==> config.mk <==
export PLATFORM = sky130hd
export DESIGN_NAME = mfe_led7seg_scan_scheduler
export DESIGN_NICKNAME = d
export VERILOG_FILES = /design/src/rtl/mfe_led7seg_scan_scheduler_pkg.sv /design/src/rtl/mfe_led7seg_frame_buf.sv /design/src/rtl/mfe_led7seg_scan_scheduler.sv
export SDC_FILE = /design/constraint.sdc
export NUM_CORES = 1
export LEC_CHECK = 0
export ABC_AREA = 1
export ABC_CLOCK_PERIOD_IN_PS = 1600
export CAP_MARGIN = 20
export CORE_ASPECT_RATIO = 1.1
export CORE_MARGIN = 2
export CORE_UTILIZATION = 42
export DETAILED_ROUTE_END_ITERATION = 16
export MAX_ROUTING_LAYER = met4
export PLACE_DENSITY = 0.67
export SLEW_MARGIN = 0
export SYNTH_ARGS = -nofsm -noshare
export SYNTH_HDL_FRONTEND = slang
export SYNTH_SLANG_ARGS = --single-unit
==> constraint.sdc <==
create_clock -name clk -period 1.6 [get_ports clk]
set_input_delay 0.32 -clock clk [delete_from_list [all_inputs] [get_ports clk]]
set_output_delay 0.32 -clock clk [all_outputs]
set_load 0.05 [all_outputs]
met1.png
Cells faint in the background.
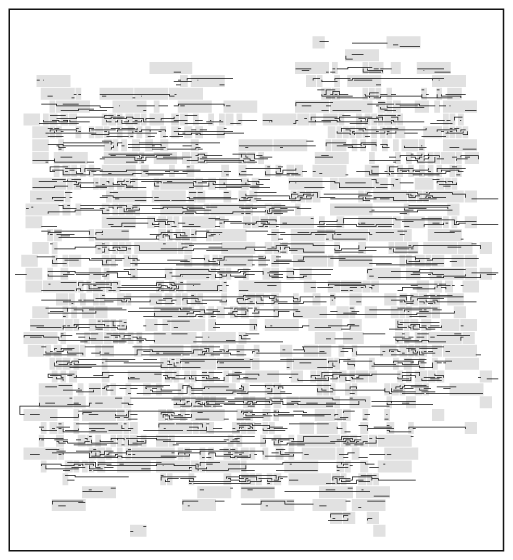
691 nets have wire on it. The longest straight run is 32.2 um. The layer holds 47% of the routed length. The layer carries 5460 um of wire. The wires run mostly horizontal.
routing usage on met1: 26.29%
final WL: 11.68 mm
via count: 4396

met4.png
Cells faint in the background.
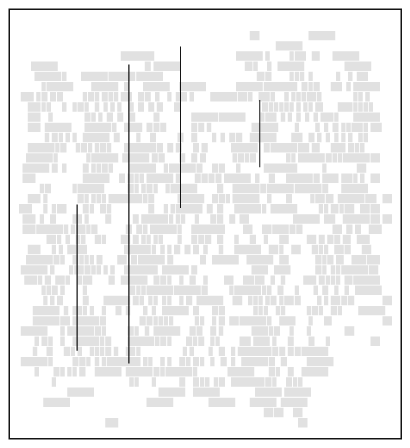
The longest straight run is 79.6 um. 3 nets have wire on it. The layer carries 179 um of wire. The wires run mostly vertical. The layer holds 1.5% of the routed length.

met2.png
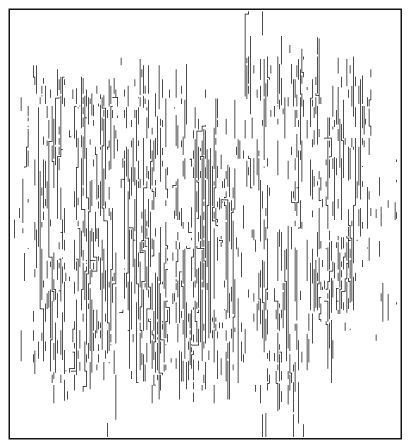
575 nets have wire on it. The layer holds 47% of the routed length.
global routing usage on met2: 34.51%

final_congestion.png
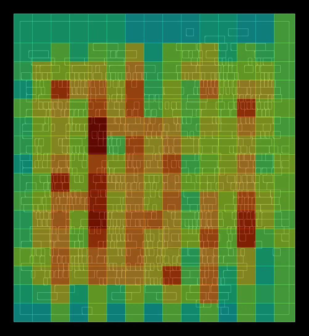
Global Route Usage Sum: 21.07%
met3 Use GR: 3.927%
Core Util, Final: 51.39%
busiest grt layer: met2
per-cell routed wire length: 13.38 um

==> results_slide.txt <==
Key Metrics from the Run

Outcome
  • Status: complete, no violations

Worst setup path
  • CP max FO: 8
  • Critical path endpoint category: flip-flop
  • Critical Path Max Stage Delay: ~0.4 ns
  • R2R setup slack: approximately 0.16 ns
  • Crit path DRT: between 1.5 and 2 ns
  • Startpoint types: flip-flop
  • Reg2reg path depth: 7
  • Top delay family on crit path: simple AND/OR/NAND/NOR gates
  • Arr. time, crit path: between 1.5 and 2 ns

Final timing
  • Minimum clock period: about 1.4 ns
  • Slew headroom: 69.53%
  • Final Hold Viols: 0
  • Cycle use final: about nine tenths
  • RSZ-0062 raised after global routing: false
  • Highest clock rate: 694.1 MHz
  • Worst Skew: 0.008281 ns
  • Hold slack: between 0.4 and 0.5 ns

Power
  • Seq power: 2.71 mW
  • VDD IR max: 0.0004394 V
  • Clock power frac: about two fifths
  • P_leak: roughly 2.3 nW
  • Combinational Power Share: a little under an eighth
  • Psw: 1.425 mW
  • Internal power: 4.002 mW
  • Top Consumer: registers
  • Sw frac: a little over a quarter

Global routing
  • Remaining global-route overflow: 0
  • Largest net degree at the start of global routing: 57
  • Initial antenna violation count: 0
  • First-pass GRT wire length: between 15 and 20 mm
  • Number of global-route vias before repair: 4102

Finish
  • Top Layout Cells: 160 x nor2_1, 111 x nand2_1, 104 x dfxtp_1
  • Design area: between 5000 and 6000 um^2
  • Antenna cells: 0
  • Area Overhead vs Synth: 20.18%
  • Largest register FFs: between 60 and 70
  • Top cell excl fill/tap: nor2_1

Route
  • DRT iter0 DRCs: roughly 220
  • DR vias/cell: just over 5
  • WL met1: 5.458 mm
  • Drt first pass iters: 5
  • Remaining DRCs: 0

Yosys
  • EDFF count, synth: 0
  • Fa+ha+maj area frac: approximately 1.9%
  • Mapped Cells: approximately 670
  • Avg Cell Area, Syn: ~7 um^2
  • Register share after synthesis: between 40% and 50%
  • Synthesized area: roughly 4600 um^2
  • Most numerous cell in the Yosys netlist: nor2_1
  • Commonest cells post-synth: 162 x nor2_1, 111 x nand2_1, 104 x dfxtp_1
  • Largest type area fraction: ~45%
  • Post-synth top area cell: dfxtp_1
  • Synth Flop Type: dfxtp_1
  • Mux share: 0%
  • Ys Warns: 0
  • Flops after synth: roughly 100
  • Asr flop ratio synth: 0%
  • Synth Area in Compound Gates: 11.91%
  • Top cells, area: dfxtp_1 45%, nor2_1 13%, nand2_1 9.0%
  • Dominant kind of combinational cell: simple AND/OR/NAND/NOR gates

Clocking
  • Reg clk slew, reported paths: approximately 0.07 ns
  • Latency at later pin: 0.35 ns
  • Max clock buf depth: 2
  • Post-CTS resize count: 0
  • CTS Buf Count: 9

Flow run
  • Max cap viols: 0

Floorplanning
  • Chip height: around 110 um
  • Width of the die: roughly 100 um
  • Full die area: approximately 12000 um^2
  • Core Footprint: 10860 um^2
  • FP Util: 42.76%
  • Placement row count: 40

Placement
  • Dpl cells: approximately 860

Worst hold path
  • Hold/Removal Path Class: reg2reg
-- stage by stage --
step | worst slack, ns | power [mW] | utilization, % | TNS (ns)
4_1_cts | 0.1711 | 5.454 | 51.23 | 0
5_1_grt | 0.001298 | 5.647 | 51.39 | 0
2_1_floorplan | 0.1945 | 3.143 | - | 0
3_5_place_dp | -0.1802 | 3.392 | 48.63 | -5.778
3_3_place_gp | -0.1215 | 3.378 | 48.63 | -3.998
6_report | 0.1593 | 5.427 | 51.39 | 0
-- area by class of cell --
class | count | area, um^2
Fill cell | 1108 | 5279
Multi-Input combinational cell | 496 | 2286
Sequential cell | 104 | 2082
Timing Repair Buffer | 69 | 593.1
Clock buffer | 10 | 239.0
Tap cell | 147 | 183.9
Inverter | 41 | 153.9
Clock inverter | 6 | 43.79
Power and IR drop assume default switching activity.
